### config.mk
export PLATFORM = sky130hd
export DESIGN_NAME = keypad_time_encoder
export DESIGN_NICKNAME = d
export VERILOG_FILES = /design/src/rtl/keypad_time_encoder_pkg.sv /design/src/rtl/keypad_time_encoder_onehot.sv /design/src/rtl/keypad_time_encoder.sv
export SDC_FILE = /design/constraint.sdc
export NUM_CORES = 1
export LEC_CHECK = 0
export CAP_MARGIN = 20
export CORE_AREA = 2 2 56 98
export CTS_CLUSTER_DIAMETER = 50
export CTS_CLUSTER_SIZE = 20
export DETAILED_ROUTE_END_ITERATION = 6
export DIE_AREA = 0 0 58 100
export GPL_TIMING_DRIVEN = 1
export PLACE_DENSITY = 0.78
export SKIP_LAST_GASP = 1
export SLEW_MARGIN = 30
export SYNTH_ARGS = -nofsm -noshare
export SYNTH_HDL_FRONTEND = slang
export SYNTH_SLANG_ARGS = --single-unit
### constraint.sdc
create_clock -name clk -period 7.8 [get_ports clk]
set_input_delay 1.17 -clock clk [delete_from_list [all_inputs] [get_ports clk]]
set_output_delay 1.17 -clock clk [all_outputs]
set_load 0.02 [all_outputs]
### src/rtl/keypad_time_encoder_pkg.sv
// Shared types and constants for the keypad time-entry path.
// No logic: FSM encoding, BCD digit bundle and key-count constants only.
package keypad_time_pkg;

  localparam int BCD_W            = 4;
  localparam int NUM_KEYS         = 10;
  localparam int MAX_SEC_TENS_DEF = 5;

  typedef enum logic [1:0] {
    IDLE         = 2'd0,
    DEBOUNCE     = 2'd1,
    WAIT_RELEASE = 2'd2
  } state_e;

  typedef struct packed {
    logic [BCD_W-1:0] min;
    logic [BCD_W-1:0] s_tens;
    logic [BCD_W-1:0] s_ones;
  } digits_t;

endpackage

### src/rtl/keypad_time_encoder_onehot.sv
// Two-flop keypad synchronizer with one-hot to BCD key code conversion.
// Latency: 2 cycles keypad to k_sync, code/single_key combinational from k_sync; no backpressure.
module keypad_onehot_encoder
  import keypad_time_pkg::*;
(
  input  logic                clk,
  input  logic                reset,
  input  logic [NUM_KEYS-1:0] keypad,
  output logic [NUM_KEYS-1:0] k_sync,
  output logic [BCD_W-1:0]    code,
  output logic                single_key
);

  logic [NUM_KEYS-1:0] meta_q, meta_d;
  logic [NUM_KEYS-1:0] sync_q, sync_d;
  logic [3:0]          nset;

  always_comb begin
    meta_d = keypad;
    sync_d = meta_q;
  end

  always_ff @(posedge clk) begin
    if (reset) begin
      meta_q <= '0;
      sync_q <= '0;
    end else begin
      meta_q <= meta_d;
      sync_q <= sync_d;
    end
  end

  assign k_sync = sync_q;

  // code is only meaningful when single_key is high
  always_comb begin
    code = '0;
    nset = '0;
    for (int i = 0; i < NUM_KEYS; i++) begin
      if (sync_q[i]) begin
        code = BCD_W'(i);
        nset = nset + 4'd1;
      end
    end
    single_key = (nset == 4'd1);
  end

endmodule

### src/rtl/keypad_time_encoder.sv
// Debounces single digit keys and shifts them right-to-left into min:s_tens:s_ones.
// Latency: digits/pulse update DEBOUNCE_CYCLES+2 edges after a stable key is sampled; no backpressure.
module keypad_time_encoder
  import keypad_time_pkg::*;
#(
  parameter int DEBOUNCE_CYCLES = 4,
  parameter int MAX_SEC_TENS    = MAX_SEC_TENS_DEF
) (
  input  logic       clk,
  input  logic       reset,
  input  logic [9:0] keypad,
  input  logic       enable,
  input  logic       clear,
  output logic [3:0] s_ones,
  output logic [3:0] s_tens,
  output logic [3:0] min,
  output logic       digit_stb,
  output logic       digit_err
);

  localparam int              CNT_W    = (DEBOUNCE_CYCLES > 1) ? $clog2(DEBOUNCE_CYCLES) : 1;
  localparam logic [CNT_W-1:0] CNT_LAST = CNT_W'(DEBOUNCE_CYCLES - 1);

  logic [NUM_KEYS-1:0] k_sync;
  logic [BCD_W-1:0]    code;
  logic                single_key;

  state_e              state_q, state_d;
  logic [CNT_W-1:0]    cnt_q, cnt_d;
  logic [NUM_KEYS-1:0] pat_q, pat_d;
  digits_t             digits_q, digits_d;
  logic                stb_q, stb_d;
  logic                err_q, err_d;

  keypad_onehot_encoder u_onehot (
    .clk        (clk),
    .reset      (reset),
    .keypad     (keypad),
    .k_sync     (k_sync),
    .code       (code),
    .single_key (single_key)
  );

  always_comb begin
    state_d  = state_q;
    cnt_d    = cnt_q;
    pat_d    = pat_q;
    digits_d = digits_q;
    stb_d    = 1'b0;
    err_d    = 1'b0;

    case (state_q)
      IDLE: begin
        if (enable && single_key) begin
          state_d = DEBOUNCE;
          pat_d   = k_sync;
          cnt_d   = '0;
        end
      end
      DEBOUNCE: begin
        if ((k_sync != pat_q) || !enable) begin
          state_d = WAIT_RELEASE;
        end else if (cnt_q == CNT_LAST) begin
          state_d = WAIT_RELEASE;
          // a seconds-units digit above the tens limit cannot legally move into s_tens
          if (digits_q.s_ones <= BCD_W'(MAX_SEC_TENS)) begin
            digits_d.min    = digits_q.s_tens;
            digits_d.s_tens = digits_q.s_ones;
            digits_d.s_ones = code;
            stb_d           = 1'b1;
          end else begin
            err_d = 1'b1;
          end
        end else begin
          cnt_d = cnt_q + CNT_W'(1);
        end
      end
      WAIT_RELEASE: begin
        if (k_sync == '0) begin
          state_d = IDLE;
        end
      end
      default: state_d = IDLE;
    endcase

    // a key still held across clear must be released before it can count
    if (clear) begin
      digits_d = '0;
      stb_d    = 1'b0;
      err_d    = 1'b0;
      state_d  = (k_sync != '0) ? WAIT_RELEASE : IDLE;
    end
  end

  always_ff @(posedge clk) begin
    if (reset) begin
      state_q  <= IDLE;
      cnt_q    <= '0;
      pat_q    <= '0;
      digits_q <= '0;
      stb_q    <= 1'b0;
      err_q    <= 1'b0;
    end else begin
      state_q  <= state_d;
      cnt_q    <= cnt_d;
      pat_q    <= pat_d;
      digits_q <= digits_d;
      stb_q    <= stb_d;
      err_q    <= err_d;
    end
  end

  assign min       = digits_q.min;
  assign s_tens    = digits_q.s_tens;
  assign s_ones    = digits_q.s_ones;
  assign digit_stb = stb_q;
  assign digit_err = err_q;

endmodule

clock_map.png
(4 px per um)
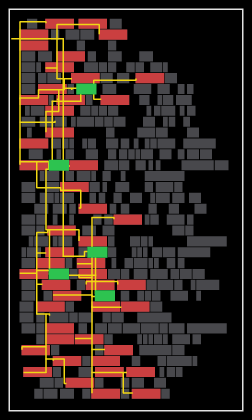
- yellow: clock wires (length 536 um)
- green: cells driving clock nets (count 5)
- red: flip-flops (count 48)
- routed clock nets: 6

zoom.png
Window x 34 to 54, y 15 to 35 um. Cells in gray, sequential cells in the stronger gray; small squares are vias.
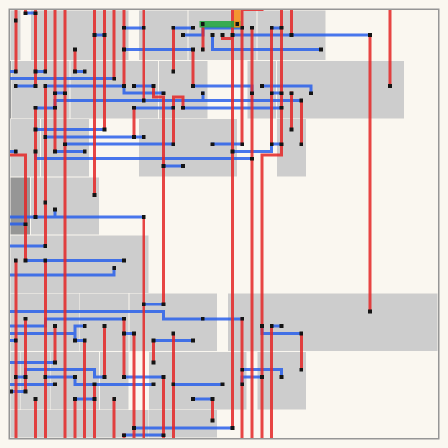
- red: met2
- green: met3
- orange: met4
- blue: met1
- cells with their middle in the window: 24
- sequential cells in the window: 0
- most frequent: nand2_1 (4), ha_1 (4), mux2_2 (2)

final_congestion.png
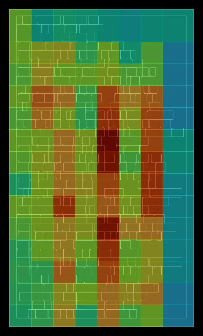
final core occ: 61.5%
GR peak layer: met2
DR WL/cell: 14.6 um
met3 Use GR: 2.45%
GRT Total Usage: 19.7%

==> reports/metrics.yaml <==
floorplanning:
  fp.dieH_um: 100
  fp_util_pct: 54.6
  die_w_um: 58
synth:
  avgSynthCellArea_um2: 9.43
  yosys_warnings: 0
  synth-edff-count: 0
  ys_area_um2: 2770
  postSynthSeqShare_pct: 34.7
  ys.flops: 48
  synth_cell_type_count: 54
  synth_area_um2: 2770
  synth_cells: 294
  fp_nets: 318
  synth-async-reset-ratio_pct: 0
critical_path:
  cp_slowest_stage_delay_ns: 0.43
  crit_buf_inv: 2
  worst-setup-path-type: "reg2reg"
  cp_top_family: "adder cells"
  worstPathArrival_ns: 6.51
  critPathCaptureType: "register"
clock_tree:
  cts.clk_slew.worst_paths_ns: 0.09
  cts_resized: 0
  cts_tree: "yes"
  cts_buffers: 5
  cts_root_buf: "clkbuf_8"
  cts_hold_buf: 0
place:
  pre_cts_slack_ns: 1.55
  routabilityCongestion: 0.780
  hpwl_um: 4020
global_routing:
  grt_pass1_vias: 1918
  antenna_found_initial: 0
  grt_max_degree: 46
  grt_first_pass_wirelength_um: 8760
finish:
  antenna_cells: 0
  layout-drive-gt1-share_pct: 8.01
timing:
  setup_slack_ns: 1.52
  skew_ns: 0.00460
  max-slew-margin-rel_pct: 55.2
  finalHoldViolations: 0
  setup_viol: 0
  worstMarginPinSlew_ns: 0.672
hold_path:
  hp-class: "reg2reg"
flow_run:
  cap_violations: 0
power_and_ir_drop:
  ir_worst_vdd_v: 0.000191
route:
  first_pass_iters: 4
  drcViolationCount: 0
  vias_per_cell: 5.51
  antenna_left: 0
  drt_iter0_drc: 28
outcome:
  status: "completed"
-- registers in the layout, summed over array words and instances, names as in the netlist --
register,cells
pat_q,10
u_onehot.k_sync,10
u_onehot.meta_q,10
min,4
s_ones,4
s_tens,4
cnt_q,2
state_q,2
digit_err,1
digit_stb,1
-- power breakdown --
group	switching (W)	internal, W
sequential	0.00000910	0.000252
clock	0.0000809	0.0000725
combinational	0.0000549	0.0000530
total	0.000145	0.000377
-- cell type report --
type,count,area [um^2]
flip-flops and latches,48,961
clock inverters,2,13.8
clock buffers,6,82.6
well taps,55,68.8
repair buffers,29,285
multi-input cells,221,1690
inverters,6,25.0
fillers,424,1960
-- worst reg2reg max path: stages, from the launching register on --
cell,delay [ns]
dfxtp_1,0.43
inv_1,0.07
ha_1,0.39
xor2_1,0.18
ha_1,0.33
mux2_2,0.29
ha_1,0.30
mux2_2,0.27
ha_1,0.29
nand2_1,0.09
a21boi_1,0.23
nand2_1,0.15
ha_1,0.29
nand2b_1,0.18
o21a_1,0.15
ha_1,0.26
mux2i_1,0.07
a31oi_1,0.27
ha_1,0.30
a21oi_1,0.14
nor2_1,0.06
ha_1,0.23
xnor2_1,0.14
a211oi_1,0.24
a32oi_1,0.14
a211oi_2,0.22
buf_4,0.27
mux2i_1,0.22
-- placed cells by master (no fill, tap or decap), types with 3 or more instances in the layout --
cell type,instances
xor2_1,15
nand3b_1,3
ha_1,10
dfxtp_1,48
nor3_1,4
a21oi_1,10
a31oi_1,3
clkdlybuf4s50_1,27
nor2_1,24
o21ai_1,3
nand2b_1,24
mux2_2,3
xnor3_1,3
inv_1,5
nor4_1,6
o21ai_0,4
clkbuf_8,6
nand2_1,16
nor2b_1,23
and2_1,3
xnor2_1,9
mux2i_1,21
-- cells by family (layout without fill, tap and decap cells) --
logic type | after synthesis | in the layout | synth area share [%]
compound gates | 35 | 35 | 8.30
buf+inv | 25 | 43 | 4.51
flops | 48 | 48 | 34.7
simple gates | 119 | 119 | 24.0
xor+xnor | 32 | 32 | 14.4
fa+ha+maj | 10 | 10 | 4.51
mux | 25 | 25 | 9.61
-- stage by stage --
step	hold slack [ns]	total power, W	cell area [um^2]	utilization, %
2_1_floorplan	0.414	0.000353	2770	-
3_3_place_gp	0.418	0.000372	3030	59.6
3_5_place_dp	0.422	0.000374	3030	59.6
4_1_cts	0.440	0.000528	3120	61.5
5_1_grt	0.458	0.000549	3120	61.5
6_report	0.439	0.000522	3120	61.5
-- path summary, 6_finish.rpt --
| kind | end | slack [ns] | startpoint | cells past startpoint |
|---|---|---|---|---|
| setup / recovery | pat_q[0] | 1.52 | u_onehot.k_sync[1] | 27 |
| hold / removal | u_onehot.k_sync[7] | 0.44 | u_onehot.meta_q[7] | 1 |
| setup reg to reg | pat_q[0] | 1.52 | u_onehot.k_sync[1] | 27 |
| hold reg to reg | u_onehot.k_sync[7] | 0.44 | u_onehot.meta_q[7] | 1 |
-- per-layer routing --
layer | share of wire, % | wire [um]
met5 | 0 | 0
met3 | 2.5 | 135
met1 | 40 | 2180
met4 | 3.6 | 191
met2 | 53 | 2870
Power and IR drop assume default switching activity.
